==> src/rtl/pong_pkg.sv <==
// Shared constants for the pong datapath: default screen size, direction and FSM encodings.
// The direction encodings must stay identical to the direction-control stage.
package pong_pkg;

  localparam int unsigned DEF_H_ACTIVE = 640;
  localparam int unsigned DEF_V_ACTIVE = 480;

  localparam logic DIR_RIGHT = 1'b0;
  localparam logic DIR_LEFT  = 1'b1;
  localparam logic DIR_DOWN  = 1'b0;
  localparam logic DIR_UP    = 1'b1;

  // Shared by both axes: LEFT and UP both move towards coordinate 0.
  localparam logic DIR_DEC   = 1'b1;

  localparam logic ST_SERVE  = 1'b0;
  localparam logic ST_MOVE   = 1'b1;

  function automatic int unsigned cnt_width(input int unsigned n);
    return (n > 1) ? $clog2(n) : 1;
  endfunction

endpackage

==> src/rtl/axis_stepper.sv <==
// Next-position logic for one ball axis: saturating step towards 0 or LIMIT, or reload
// of the centre coordinate. Purely combinational.
module axis_stepper
  import pong_pkg::*;
#(
  parameter int unsigned LIMIT = 632,
  parameter int unsigned STEP  = 2,
  parameter int unsigned CTR   = 316
) (
  input  logic [9:0] i_Pos,
  input  logic       i_Dir,
  input  logic       i_Step_En,
  input  logic       i_Load_Ctr,
  output logic [9:0] o_Pos_Next
);

  localparam logic [10:0] STEP_W  = 11'(STEP);
  localparam logic [10:0] LIMIT_W = 11'(LIMIT);
  localparam logic [10:0] INC_THR = 11'(LIMIT - STEP);

  logic [10:0] w_pos;
  logic [10:0] w_dec;
  logic [10:0] w_inc;
  logic [10:0] w_res;

  // 11-bit arithmetic so neither direction can wrap before the clamp is applied.
  always_comb begin
    w_pos = {1'b0, i_Pos};
    w_dec = (w_pos < STEP_W) ? 11'd0 : (w_pos - STEP_W);
    w_inc = (w_pos > INC_THR) ? LIMIT_W : (w_pos + STEP_W);
    w_res = w_pos;
    if (i_Load_Ctr) begin
      w_res = 11'(CTR);
    end else if (i_Step_En) begin
      w_res = (i_Dir == DIR_DEC) ? w_dec : w_inc;
    end
  end

  assign o_Pos_Next = 10'(w_res);

endmodule

==> src/rtl/ball_motion.sv <==
// Ball position owner: serve hold, per-frame saturating movement, edge flags and the
// registered pixel-compare strobes used by the pixel mux and the direction-control stage.
module ball_motion
  import pong_pkg::*;
#(
  parameter int unsigned H_ACTIVE        = DEF_H_ACTIVE,
  parameter int unsigned V_ACTIVE        = DEF_V_ACTIVE,
  parameter int unsigned BALL_SIZE       = 8,
  parameter int unsigned STEP            = 2,
  parameter int unsigned FRAMES_PER_STEP = 1,
  parameter int unsigned SERVE_FRAMES    = 60
) (
  input  logic       i_Clk,
  input  logic       i_Rst_L,
  input  logic       i_Frame_Tick,
  input  logic       i_Recenter,
  input  logic       i_HDir,
  input  logic       i_VDir,
  input  logic [9:0] i_Col,
  input  logic [9:0] i_Row,
  output logic [9:0] o_Ball_X,
  output logic [9:0] o_Ball_Y,
  output logic       o_Draw_Ball,
  output logic       o_VBall,
  output logic       o_At_Left,
  output logic       o_At_Right,
  output logic       o_At_Top,
  output logic       o_At_Bottom,
  output logic       o_Serving
);

  localparam int unsigned X_MAX = H_ACTIVE - BALL_SIZE;
  localparam int unsigned Y_MAX = V_ACTIVE - BALL_SIZE;
  localparam int unsigned X_CTR = X_MAX / 2;
  localparam int unsigned Y_CTR = Y_MAX / 2;
  localparam int unsigned SRV_W = cnt_width(SERVE_FRAMES);
  localparam int unsigned DIV_W = cnt_width(FRAMES_PER_STEP);

  localparam logic [SRV_W-1:0] SRV_LAST = SRV_W'(SERVE_FRAMES - 1);
  localparam logic [DIV_W-1:0] DIV_LAST = DIV_W'(FRAMES_PER_STEP - 1);
  localparam logic [10:0]      SIZE_W   = 11'(BALL_SIZE);

  logic             r_state;
  logic [SRV_W-1:0] r_srv_cnt;
  logic [DIV_W-1:0] r_div_cnt;
  logic [9:0]       r_ball_x;
  logic [9:0]       r_ball_y;
  logic             r_vball;
  logic             r_draw;

  logic             w_state_nxt;
  logic [SRV_W-1:0] w_srv_nxt;
  logic [DIV_W-1:0] w_div_nxt;
  logic             w_step_en;
  logic             w_load_ctr;
  logic [9:0]       w_x_nxt;
  logic [9:0]       w_y_nxt;

  // Recenter wins over a coincident tick, so that tick neither steps nor counts.
  always_comb begin
    w_state_nxt = r_state;
    w_srv_nxt   = r_srv_cnt;
    w_div_nxt   = r_div_cnt;
    w_step_en   = 1'b0;
    w_load_ctr  = 1'b0;
    if (i_Recenter) begin
      w_load_ctr  = 1'b1;
      w_state_nxt = ST_SERVE;
      w_srv_nxt   = '0;
      w_div_nxt   = '0;
    end else if (i_Frame_Tick) begin
      if (r_state == ST_SERVE) begin
        if (r_srv_cnt == SRV_LAST) begin
          w_state_nxt = ST_MOVE;
          w_srv_nxt   = '0;
        end else begin
          w_srv_nxt = r_srv_cnt + SRV_W'(1);
        end
      end else begin
        if (r_div_cnt == DIV_LAST) begin
          w_div_nxt = '0;
          w_step_en = 1'b1;
        end else begin
          w_div_nxt = r_div_cnt + DIV_W'(1);
        end
      end
    end
  end

  axis_stepper #(
    .LIMIT (X_MAX),
    .STEP  (STEP),
    .CTR   (X_CTR)
  ) u_step_x (
    .i_Pos      (r_ball_x),
    .i_Dir      (i_HDir),
    .i_Step_En  (w_step_en),
    .i_Load_Ctr (w_load_ctr),
    .o_Pos_Next (w_x_nxt)
  );

  axis_stepper #(
    .LIMIT (Y_MAX),
    .STEP  (STEP),
    .CTR   (Y_CTR)
  ) u_step_y (
    .i_Pos      (r_ball_y),
    .i_Dir      (i_VDir),
    .i_Step_En  (w_step_en),
    .i_Load_Ctr (w_load_ctr),
    .o_Pos_Next (w_y_nxt)
  );

  logic [10:0] w_col;
  logic [10:0] w_row;
  logic [10:0] w_x;
  logic [10:0] w_y;
  logic        w_vball;
  logic        w_hball;

  always_comb begin
    w_col   = {1'b0, i_Col};
    w_row   = {1'b0, i_Row};
    w_x     = {1'b0, r_ball_x};
    w_y     = {1'b0, r_ball_y};
    w_vball = (w_row >= w_y) && (w_row < (w_y + SIZE_W));
    w_hball = (w_col >= w_x) && (w_col < (w_x + SIZE_W));
  end

  always_ff @(posedge i_Clk or negedge i_Rst_L) begin
    if (!i_Rst_L) begin
      r_state   <= ST_SERVE;
      r_srv_cnt <= '0;
      r_div_cnt <= '0;
      r_ball_x  <= 10'(X_CTR);
      r_ball_y  <= 10'(Y_CTR);
      r_vball   <= 1'b0;
      r_draw    <= 1'b0;
    end else begin
      r_state   <= w_state_nxt;
      r_srv_cnt <= w_srv_nxt;
      r_div_cnt <= w_div_nxt;
      r_ball_x  <= w_x_nxt;
      r_ball_y  <= w_y_nxt;
      r_vball   <= w_vball;
      r_draw    <= w_vball && w_hball;
    end
  end

  assign o_Ball_X    = r_ball_x;
  assign o_Ball_Y    = r_ball_y;
  assign o_VBall     = r_vball;
  assign o_Draw_Ball = r_draw;
  assign o_Serving   = (r_state == ST_SERVE);
  assign o_At_Left   = (r_ball_x == 10'd0);
  assign o_At_Right  = (r_ball_x == 10'(X_MAX));
  assign o_At_Top    = (r_ball_y == 10'd0);
  assign o_At_Bottom = (r_ball_y == 10'(Y_MAX));

endmodule

==> config.mk <==
export PLATFORM = sky130hd
export DESIGN_NAME = ball_motion
export DESIGN_NICKNAME = d
export VERILOG_FILES = /design/src/rtl/pong_pkg.sv /design/src/rtl/axis_stepper.sv /design/src/rtl/ball_motion.sv
export SDC_FILE = /design/constraint.sdc
export NUM_CORES = 1
export LEC_CHECK = 0
export CELL_PAD_IN_SITES_DETAIL_PLACEMENT = 0
export CELL_PAD_IN_SITES_GLOBAL_PLACEMENT = 1
export CORE_AREA = 2 2 119 75
export DETAILED_ROUTE_END_ITERATION = 10
export DIE_AREA = 0 0 121 77
export GPL_TIMING_DRIVEN = 1
export PLACE_DENSITY_LB_ADDON = 0.25
export SLEW_MARGIN = 20
export SYNTH_ARGS = -nofsm -noshare
export SYNTH_HDL_FRONTEND = slang
export SYNTH_SLANG_ARGS = --single-unit
==> constraint.sdc <==
create_clock -name i_Clk -period 2.5 [get_ports i_Clk]
set_input_delay 0.75 -clock i_Clk [delete_from_list [all_inputs] [get_ports i_Clk]]
set_output_delay 0.75 -clock i_Clk [all_outputs]
set_load 0.05 [all_outputs]
ff_map.png
Other sequential cells in the stronger grey, the rest of the logic in the fainter grey.
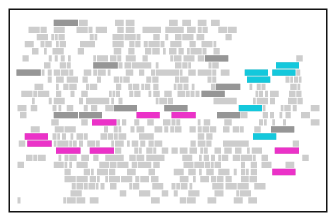
[magenta] `o_Ball_Y` | sequential cells: 9
[cyan] `r_srv_cnt` | sequential cells: 6

layers.png
The bar under the picture is 20 µm long.
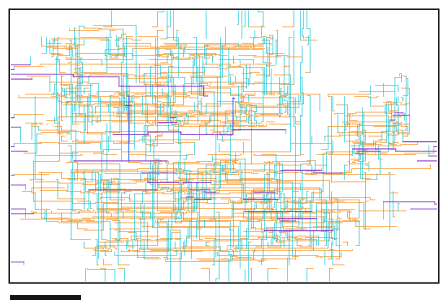
[purple] M3 | wire length: 417 µm
[cyan] M2 | wire length: 3450 µm
[orange] M1 | wire length: 5030 µm
[blue] M4 | wire length: 27.2 µm
Total GRT Usage: 0.196
DR vias: 2978
WL final: 8920 µm
post-DR wirelength/cell: 16.1 µm

clock_nets.png
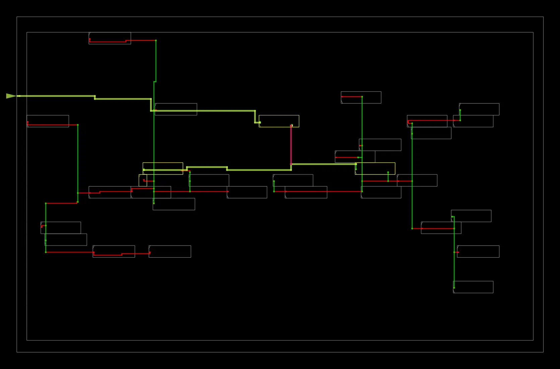
Latency at later pin: 270 ps
Flops: 27
CTS sink count: 27
number of buffers created by CTS: 3
Clock net power: 0.376 mW

clock_wires.png
The bar under the picture is 20 µm long.
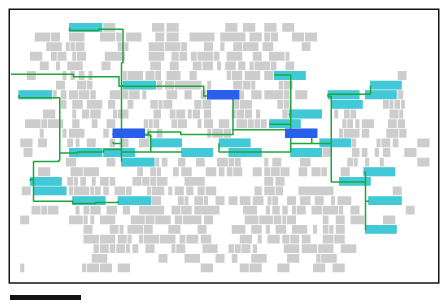
[green] clock wires | length: 435 µm
[cyan] flip-flops | count: 27
[blue] clock-net drivers | count: 3
routed clock nets: 4

pinout.png
Pins as bars across the die edge, other pins in grey.
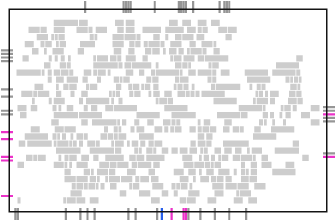
[magenta] `o_Ball_Y` | pins: 10 | direction: output | edge: 5 west, 3 south, 2 east
[blue] `o_At_Bottom` | pins: 1 | direction: output | edge: south
all pins by edge: 18 south, 15 north, 13 west, 7 east

==> results.sh <==
# physical design summary
export IMPL_synthesis_area_mm2=0.00287
export IMPL_finalSetupViolations=2
export IMPL_worstHoldStart="o_Ball_X[2]$_DFFE_PN1P_"
export IMPL_sh_seq_area=0.173
export IMPL_p_sw_mw=0.264
export IMPL_die_height_um=77
export IMPL_peakVddDrop_v=0.000173
export IMPL_drc_errors=0
export IMPL_area_growth_pct=38.4
export IMPL_aoi_share=0.246
export IMPL_grt_max_degree=28
export IMPL_comb_cells=285
export IMPL_fin_cells=555
export IMPL_layout_top_cells="buf_4, ha_1, a21oi_1, clkdlybuf4s50_1, nand2_1"
export IMPL_internal_power_mw=0.747
export IMPL_yosysCellCount=356
export IMPL_die_x_um=121
export IMPL_ys_area_mm2=0.00287
export IMPL_critPathTopFamily="simple AND/OR/NAND/NOR gates"
export IMPL_p_per_area_mw_per_mm2=254
export IMPL_drive_gt1_frac=0.235
export IMPL_globalplace_congestion=0.950
export IMPL_ctsRootBufferMaster="clkbuf_16"
export IMPL_wl_met1_um=5030
export IMPL_worst_hold_path_type="reg2reg"
export IMPL_setup_slack_ps=-63.1
export IMPL_max_stage_delay_ps=570
export IMPL_min_path_cells=2
export IMPL_clockPowerShare=0.372
export IMPL_fp_row_count=26
export IMPL_power_frac_seq=0.440
export IMPL_dr_pass1_iters=4
export IMPL_clk_path_buf_depth=2
export IMPL_ant_nets=0
export IMPL_comb_share=0.521
export IMPL_reg2reg_slack_ps=-10
export IMPL_maxCapViolCount=0
export IMPL_design_area_mm2=0.00397
export IMPL_regArea_um2=689
export IMPL_layout_min_cycle_time_ps=2560
export IMPL_whs_endpoint="o_Ball_X[2]$_DFFE_PN1P_"
export IMPL_buf_share=0.226
export IMPL_violations="setup timing"
export IMPL_async_reset_ff_frac=1.00
export IMPL_cp_slowest_cell="or4_4"
export IMPL_fmax_mhz=390
export IMPL_synthTopLogicFamily="AND-OR/OR-AND gates"
export IMPL_grt_use_met1=0.322
export IMPL_outcome="complete, but fails checks"
export IMPL_cts_hold_buf=0
export IMPL_n_antenna_cell=0
export IMPL_worst_path_buf_inv=3
export IMPL_worstPathArrival_ps=1810
export IMPL_cts_resized=5
export IMPL_finalMaxSlewViolations=0
export IMPL_ys_types=58
export IMPL_grt_ovfl_total=0
export IMPL_numPortBuffers=48
export IMPL_dr_wl_met3_um=416
export IMPL_r2r_end="o_Draw_Ball$_DFF_PN0_"
export IMPL_yosys_area_share_simple=0.202
## how the worst max path moves through the flow
stage	start	endpoint
2_1_floorplan	o_Ball_Y[6]$_DFFE_PN1P_	o_At_Bottom
3_3_place_gp	i_Row[8]	o_Draw_Ball$_DFF_PN0_
3_5_place_dp	i_Row[8]	o_Draw_Ball$_DFF_PN0_
4_1_cts	o_Ball_Y[3]$_DFFE_PN1P_	o_At_Top
5_1_grt	o_Ball_Y[3]$_DFFE_PN1P_	o_At_Top
6_report	o_Ball_Y[3]$_DFFE_PN1P_	o_At_Top
## power by group through the flow
stage	combinational (mW)	sequential (mW)	clock, mW
2_1_floorplan	0.0798	0.459	0
3_3_place_gp	0.182	0.452	0
3_5_place_dp	0.185	0.452	0
4_1_cts	0.187	0.445	0.390
5_1_grt	0.208	0.445	0.406
6_report	0.190	0.445	0.376
## worst reg2reg max path: stages (launching register included)
cell      delay, ps
dfstp_2         580
ha_2            230
nand3_1         100
xnor2_1         130
ha_1            270
nand2_1         110
a211oi_2        280
a21oi_1         110
o32a_1          400
nor4b_2         170
## synthesized netlist by cell type, drive strengths merged (4+ instances only)
cell | count | share of area
nand4 | 9 | 0.020
dfstp | 10 | 0.092
inv | 24 | 0.031
o31ai | 4 | 0.010
nand2 | 29 | 0.038
ha | 41 | 0.18
clkbuf | 13 | 0.017
dfrtp | 17 | 0.15
or2 | 4 | 0.0087
a21o | 5 | 0.013
nor3 | 9 | 0.016
o41ai | 4 | 0.019
a211oi | 5 | 0.013
nor4 | 4 | 0.0087
and3 | 4 | 0.0087
nor2 | 24 | 0.031
o21ai | 23 | 0.040
buf | 6 | 0.017
a31oi | 6 | 0.013
a21oi | 33 | 0.058
xnor2 | 20 | 0.061
nand3 | 11 | 0.019
a211o | 5 | 0.015
Power figures rest on the tool's default switching activity, not on a simulated workload.
